**src/rtl/axi4_lite_slave_regs.sv**
```systemverilog
// AXI4-Lite register bank responder.
// Exposes REGISTER_COUNT registers of DATA_WIDTH bits at BASE_ADDRESS. AW and W are
// captured independently; the edge that captures the second of the two commits the write.
// Reads sample the register contents as they were before the AR handshake edge.
// Optional build macro: AXI4_LITE_SLAVE_OOR_ERROR_EN -- out-of-range accesses answer SLVERR
// instead of OKAY (data is never written and reads return zero in either build).
module axi4_lite_slave_regs #(
  parameter int unsigned                DATA_WIDTH     = 32,
  parameter int unsigned                ADDRESS_WIDTH  = 32,
  parameter logic [ADDRESS_WIDTH-1:0]   BASE_ADDRESS   = 32'h4000_0000,
  parameter int unsigned                REGISTER_COUNT = 8
) (
  input  logic                                 clk,
  input  logic                                 resetn,
  // Write address channel
  input  logic [ADDRESS_WIDTH-1:0]             s_axi_awaddr,
  input  logic                                 s_axi_awvalid,
  output logic                                 s_axi_awready,
  // Write data channel
  input  logic [DATA_WIDTH-1:0]                s_axi_wdata,
  input  logic [DATA_WIDTH/8-1:0]              s_axi_wstrb,
  input  logic                                 s_axi_wvalid,
  output logic                                 s_axi_wready,
  // Write response channel
  output logic [1:0]                           s_axi_bresp,
  output logic                                 s_axi_bvalid,
  input  logic                                 s_axi_bready,
  // Read address channel
  input  logic [ADDRESS_WIDTH-1:0]             s_axi_araddr,
  input  logic                                 s_axi_arvalid,
  output logic                                 s_axi_arready,
  // Read data channel
  output logic [DATA_WIDTH-1:0]                s_axi_rdata,
  output logic [1:0]                           s_axi_rresp,
  output logic                                 s_axi_rvalid,
  input  logic                                 s_axi_rready,
  // Fabric side
  output logic [REGISTER_COUNT*DATA_WIDTH-1:0] register_file,
  output logic [REGISTER_COUNT-1:0]            register_write_pulse
);

  localparam int unsigned StrbW     = DATA_WIDTH / 8;
  localparam int unsigned AddrLsb   = $clog2(StrbW);
  localparam int unsigned IdxW      = (REGISTER_COUNT > 1) ? $clog2(REGISTER_COUNT) : 1;
  localparam int unsigned SpanBytes = REGISTER_COUNT * StrbW;
  localparam logic [ADDRESS_WIDTH-1:0] Span = ADDRESS_WIDTH'(SpanBytes);

  localparam logic [1:0] RespOkay = 2'b00;
`ifdef AXI4_LITE_SLAVE_OOR_ERROR_EN
  localparam logic [1:0] RespOor  = 2'b10;
`else
  localparam logic [1:0] RespOor  = 2'b00;
`endif

  // Address decode; BASE_ADDRESS is aligned to the bank span, so the byte offset bits simply
  // drop out of the index and unaligned addresses hit the containing word.
  function automatic logic addr_in_range(input logic [ADDRESS_WIDTH-1:0] addr);
    logic [ADDRESS_WIDTH-1:0] off;
    off = addr - BASE_ADDRESS;
    return (addr >= BASE_ADDRESS) && (off < Span);
  endfunction

  function automatic logic [IdxW-1:0] addr_index(input logic [ADDRESS_WIDTH-1:0] addr);
    logic [ADDRESS_WIDTH-1:0] off;
    off = (addr - BASE_ADDRESS) >> AddrLsb;
    return off[IdxW-1:0];
  endfunction

  typedef enum logic [1:0] {WIdle, WHaveAddr, WHaveData, WResp} wstate_e;
  typedef enum logic [0:0] {RIdle, RResp} rstate_e;

  // Register bank
  logic [DATA_WIDTH-1:0] regs_q [REGISTER_COUNT];
  logic [DATA_WIDTH-1:0] regs_d [REGISTER_COUNT];

  // Write path state
  wstate_e                    wstate_q, wstate_d;
  logic [ADDRESS_WIDTH-1:0]   awaddr_q, awaddr_d;
  logic [DATA_WIDTH-1:0]      wdata_q, wdata_d;
  logic [StrbW-1:0]           wstrb_q, wstrb_d;
  logic [1:0]                 bresp_q, bresp_d;
  logic [REGISTER_COUNT-1:0]  pulse_q, pulse_d;

  // Read path state
  rstate_e                    rstate_q, rstate_d;
  logic [DATA_WIDTH-1:0]      rdata_q, rdata_d;
  logic [1:0]                 rresp_q, rresp_d;

  logic                       aw_hs, w_hs, ar_hs;
  logic                       commit;
  logic [ADDRESS_WIDTH-1:0]   cm_addr;
  logic [DATA_WIDTH-1:0]      cm_data;
  logic [StrbW-1:0]           cm_strb;
  logic                       cm_in_range;
  logic [IdxW-1:0]            cm_idx;
  logic                       ar_in_range;
  logic [IdxW-1:0]            ar_idx;

  // Ready signals are gated by resetn so nothing handshakes while reset is held.
  assign s_axi_awready = resetn && ((wstate_q == WIdle) || (wstate_q == WHaveData));
  assign s_axi_wready  = resetn && ((wstate_q == WIdle) || (wstate_q == WHaveAddr));
  assign s_axi_arready = resetn && (rstate_q == RIdle);

  assign aw_hs = s_axi_awvalid && s_axi_awready;
  assign w_hs  = s_axi_wvalid  && s_axi_wready;
  assign ar_hs = s_axi_arvalid && s_axi_arready;

  // Commit operands: a held half comes from its capture register, the other from the bus.
  assign cm_addr     = (wstate_q == WHaveAddr) ? awaddr_q : s_axi_awaddr;
  assign cm_data     = (wstate_q == WHaveData) ? wdata_q  : s_axi_wdata;
  assign cm_strb     = (wstate_q == WHaveData) ? wstrb_q  : s_axi_wstrb;
  assign cm_in_range = addr_in_range(cm_addr);
  assign cm_idx      = addr_index(cm_addr);

  assign ar_in_range = addr_in_range(s_axi_araddr);
  assign ar_idx      = addr_index(s_axi_araddr);

  // Write FSM next state, capture of the first half, and bytewise register update on commit.
  always_comb begin
    wstate_d = wstate_q;
    awaddr_d = awaddr_q;
    wdata_d  = wdata_q;
    wstrb_d  = wstrb_q;
    bresp_d  = bresp_q;
    pulse_d  = '0;
    regs_d   = regs_q;
    commit   = 1'b0;

    unique case (wstate_q)
      WIdle: begin
        if (aw_hs && w_hs) begin
          commit = 1'b1;
        end else if (aw_hs) begin
          awaddr_d = s_axi_awaddr;
          wstate_d = WHaveAddr;
        end else if (w_hs) begin
          wdata_d  = s_axi_wdata;
          wstrb_d  = s_axi_wstrb;
          wstate_d = WHaveData;
        end
      end
      WHaveAddr: begin
        if (w_hs) commit = 1'b1;
      end
      WHaveData: begin
        if (aw_hs) commit = 1'b1;
      end
      WResp: begin
        if (s_axi_bready) wstate_d = WIdle;
      end
      default: wstate_d = WIdle;
    endcase

    if (commit) begin
      wstate_d = WResp;
      if (cm_in_range) begin
        bresp_d         = RespOkay;
        pulse_d[cm_idx] = 1'b1;
        for (int k = 0; k < StrbW; k++) begin
          if (cm_strb[k]) regs_d[cm_idx][8*k +: 8] = cm_data[8*k +: 8];
        end
      end else begin
        bresp_d = RespOor;
      end
    end
  end

  // Write path and register bank flops.
  always_ff @(posedge clk or negedge resetn) begin
    if (!resetn) begin
      wstate_q <= WIdle;
      awaddr_q <= '0;
      wdata_q  <= '0;
      wstrb_q  <= '0;
      bresp_q  <= RespOkay;
      pulse_q  <= '0;
      for (int i = 0; i < REGISTER_COUNT; i++) regs_q[i] <= '0;
    end else begin
      wstate_q <= wstate_d;
      awaddr_q <= awaddr_d;
      wdata_q  <= wdata_d;
      wstrb_q  <= wstrb_d;
      bresp_q  <= bresp_d;
      pulse_q  <= pulse_d;
      for (int i = 0; i < REGISTER_COUNT; i++) regs_q[i] <= regs_d[i];
    end
  end

  // Read FSM: sample the pre-edge register value on AR, hold it until rready.
  always_comb begin
    rstate_d = rstate_q;
    rdata_d  = rdata_q;
    rresp_d  = rresp_q;

    unique case (rstate_q)
      RIdle: begin
        if (ar_hs) begin
          rstate_d = RResp;
          if (ar_in_range) begin
            rdata_d = regs_q[ar_idx];
            rresp_d = RespOkay;
          end else begin
            rdata_d = '0;
            rresp_d = RespOor;
          end
        end
      end
      RResp: begin
        if (s_axi_rready) rstate_d = RIdle;
      end
      default: rstate_d = RIdle;
    endcase
  end

  // Read path flops.
  always_ff @(posedge clk or negedge resetn) begin
    if (!resetn) begin
      rstate_q <= RIdle;
      rdata_q  <= '0;
      rresp_q  <= RespOkay;
    end else begin
      rstate_q <= rstate_d;
      rdata_q  <= rdata_d;
      rresp_q  <= rresp_d;
    end
  end

  assign s_axi_bvalid         = (wstate_q == WResp);
  assign s_axi_bresp          = bresp_q;
  assign s_axi_rvalid         = (rstate_q == RResp);
  assign s_axi_rdata          = rdata_q;
  assign s_axi_rresp          = rresp_q;
  assign register_write_pulse = pulse_q;

  for (genvar g = 0; g < REGISTER_COUNT; g++) begin : g_flatten
    assign register_file[g*DATA_WIDTH +: DATA_WIDTH] = regs_q[g];
  end

endmodule

```
**config.mk**
```make
export PLATFORM = sky130hd
export DESIGN_NAME = axi4_lite_slave_regs
export DESIGN_NICKNAME = d
export VERILOG_FILES = /design/src/rtl/axi4_lite_slave_regs.sv
export SDC_FILE = /design/constraint.sdc
export NUM_CORES = 1
export LEC_CHECK = 0
export CAP_MARGIN = 20
export CORE_MARGIN = 5
export CORE_UTILIZATION = 54
export CTS_CLUSTER_SIZE = 24
export DETAILED_ROUTE_END_ITERATION = 6
export PLACE_DENSITY_LB_ADDON = 0.25
export SLEW_MARGIN = 40
export SYNTH_ARGS = -nofsm -noshare
export SYNTH_HDL_FRONTEND = slang
export SYNTH_SLANG_ARGS = --single-unit
```
**constraint.sdc**
```tcl
create_clock -name clk -period 5.6 [get_ports clk]
set_input_delay 1.12 -clock clk [delete_from_list [all_inputs] [get_ports clk]]
set_output_delay 1.12 -clock clk [all_outputs]
set_load 0.01 [all_outputs]
```
==> impl_table.tex, run 1 <==
% Synthesis and place-and-route results
\begin{tabular}{lr}
\hline
Metric & Value \\
\hline
\multicolumn{2}{l}{\textbf{Global routing}} \\
Antenna violations before repair & 3 \\
Pin count of the biggest net entering global routing & 110 \\
GRT Residual Overflow & 0 \\
GRT Max-Usage Layer & met2 \\
\multicolumn{2}{l}{\textbf{Clock network}} \\
Clock tree from TritonCTS & done \\
Number of buffers on the longest clock path & 3 \\
Number of buffers added by the clock tree synthesis step & 40 \\
\multicolumn{2}{l}{\textbf{Outcome}} \\
Outcome & completed \\
\multicolumn{2}{l}{\textbf{Pwr}} \\
Largest Pwr Group & registers \\
\multicolumn{2}{l}{\textbf{Logic synthesis}} \\
Cell count after synthesis & 1058 \\
Cell accounting for the most synthesized area & sky130\_fd\_sc\_hd\_\_dfrtp\_1 \\
Main logic family after synthesis & multiplexers \\
Aoi/oai-family share of the synthesized area & 0.02398 \\
Multiplexer share of the synthesized area & 0.3465 \\
\multicolumn{2}{l}{\textbf{Layout}} \\
Largest contributor to cell area by class & sequential cells \\
Combinational gate area & roughly 0.0074 mm² \\
Most numerous logic cells after layout & sky130\_fd\_sc\_hd\_\_clkdlybuf4s50\_1 (399), sky130\_fd\_sc\_hd\_\_dfrtp\_1 (365), sky130\_fd\_sc\_hd\_\_mux2\_2 (353) \\
\multicolumn{2}{l}{\textbf{STA}} \\
Final slew viol count & 0 \\
Setup Total Neg Slack & 0 ns \\
\multicolumn{2}{l}{\textbf{Floorplanning}} \\
Initial Util & 0.5459 \\
\multicolumn{2}{l}{\textbf{Place}} \\
Setup WS pre-CTS & $\sim$1.3 ns \\
Placer congestion estimate & around 0.84 \\
\multicolumn{2}{l}{\textbf{Worst setup path}} \\
Capture point of the worst reg-to-reg path & register\_file[249] \\
Master of the slowest instance on the critical path & sky130\_fd\_sc\_hd\_\_a211oi\_4 \\
\multicolumn{2}{l}{\textbf{Detailed routing}} \\
Number of DRC markers after the initial detailed-route iteration & 549 \\
Top routing layer in use & met5 \\
Met2 WL & $\sim$24 mm \\
\multicolumn{2}{l}{\textbf{Worst hold path}} \\
Min-Delay Startpoint & s\_axi\_rdata[8] \\
\hline
\end{tabular}
**Run 1: cell placement**

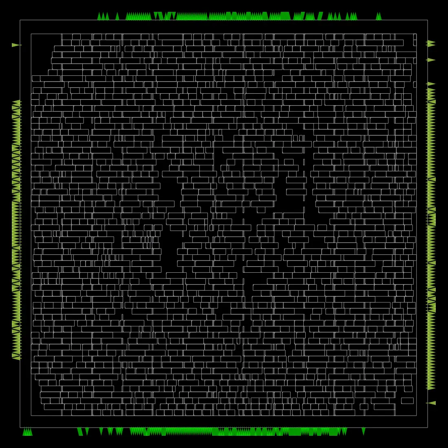
number of well taps: 396
number of filler instances in the final layout: 1987
sequential cell count: 365

**Run 1: signal wires on met3**

The bar under the picture is 50 µm long.
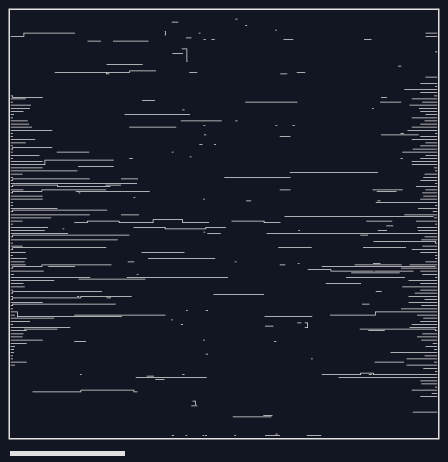
nets with wire on the layer = 253
main direction = horizontal
share of all routed wire = 7.2%
met3 capacity usage during global routing: 0.06977
total vias in the final route: 11230

**Run 1: cells colored by class**

Fill, decap, tap and diode cells in gray.
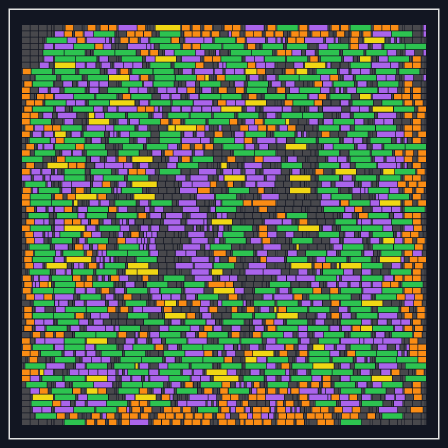
orange -> remaining buffers and delay cells  # cells 421, share of their area 19%
green -> registers  # cells 365, share of their area 41%
yellow -> clock drivers and dummy loads  # cells 72, share of their area 6.5%
purple -> remaining logic cells  # cells 646, share of their area 33%

==> run 1 -> run 2 <==
- CORE_UTILIZATION: 54 -> 50
- clock period: 5.6 -> 3.6 ns (I/O delays scaled with it)
**Run 2: nets reached from selected ports**

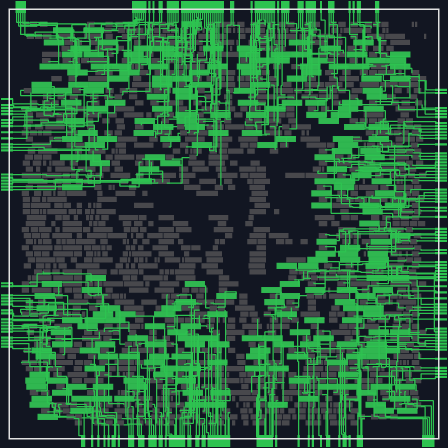
green -> register_file  # bits 256, direction output, edge 79 top, 75 bottom, 66 right, 36 left, end cells 256, buffers 256, wire 13300 µm
number of port buffers: 403
number of primary I/O pins: 412

**Run 2: signal wires on met3**

The bar under the picture is 50 µm long.
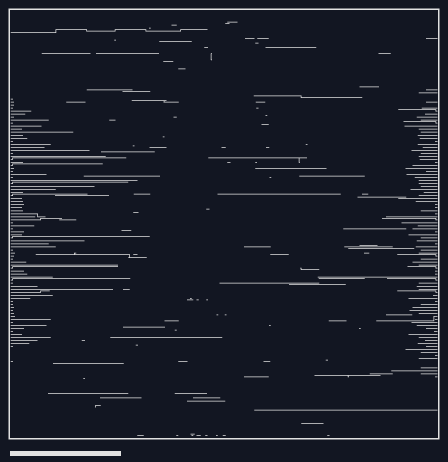
share of all routed wire = 6.8%
nets with wire on the layer = 224

==> run 2 against run 1 <==
  * Die size grew 7.6%
  * Clock power grew 45%
  * Critical path type is now flip-flop to flip-flop
  * Non-clock buffer count grew 13
  * Count of clock-buffer cells in the layout grew 1
  * Largest power group unchanged
  * Total power grew 52%
  * Critical path depth shrank 1
  * Critical endpoint is now register_file[194]
  * Cell count grew 3.4%
  * Synthesized cell count is the same
  * Sequential cell count is the same
  * Wire length shrank 0.71%
==> impl_table.tex, run 2 <==
% Synthesis and place-and-route results
\begin{tabular}{lr}
\hline
Metric & Value \\
\hline
\multicolumn{2}{l}{\textbf{Outcome}} \\
Outcome & completed \\
\multicolumn{2}{l}{\textbf{Place}} \\
Setup WS pre-CTS & 0.1330 ns (-1.193 ns) \\
Placer congestion estimate & 0.8089 (-3.2\%) \\
\multicolumn{2}{l}{\textbf{Pwr}} \\
Largest Pwr Group & registers \\
\multicolumn{2}{l}{\textbf{Detailed routing}} \\
Number of DRC markers after the initial detailed-route iteration & 453 (-17\%) \\
Total vias in the final route & 11114 (-1.0\%) \\
Top routing layer in use & met5 \\
\multicolumn{2}{l}{\textbf{Logic synthesis}} \\
Main logic family after synthesis & multiplexers \\
Cell count after synthesis & 1058 (unchanged) \\
Aoi/oai-family share of the synthesized area & 0.02398 (unchanged) \\
\multicolumn{2}{l}{\textbf{Clock network}} \\
Number of buffers added by the clock tree synthesis step & 40 (unchanged) \\
Clock tree from TritonCTS & done \\
\multicolumn{2}{l}{\textbf{Floorplanning}} \\
Initial Util & 0.5017 (-0.04415) \\
Number of well taps & 448 (+13\%) \\
\multicolumn{2}{l}{\textbf{Layout}} \\
Sequential cell count & 365 (unchanged) \\
Combinational gate area & 0.007373 mm² (-0.12\%) \\
Most numerous logic cells after layout & sky130\_fd\_sc\_hd\_\_clkdlybuf4s50\_1 (399), sky130\_fd\_sc\_hd\_\_dfrtp\_1 (365), sky130\_fd\_sc\_hd\_\_mux2\_2 (353) \\
Number of filler instances in the final layout & 2368 (+19\%) \\
\multicolumn{2}{l}{\textbf{Worst setup path}} \\
Master of the slowest instance on the critical path & sky130\_fd\_sc\_hd\_\_or4\_1 \\
Capture point of the worst reg-to-reg path & register\_file[194] \\
\multicolumn{2}{l}{\textbf{Global routing}} \\
Pin count of the biggest net entering global routing & 127 (+15\%) \\
GRT Max-Usage Layer & met2 \\
\multicolumn{2}{l}{\textbf{STA}} \\
Final slew viol count & 0 (unchanged) \\
Setup Total Neg Slack & 0 ns (unchanged) \\
\hline
\end{tabular}
Power and IR drop assume default switching activity.
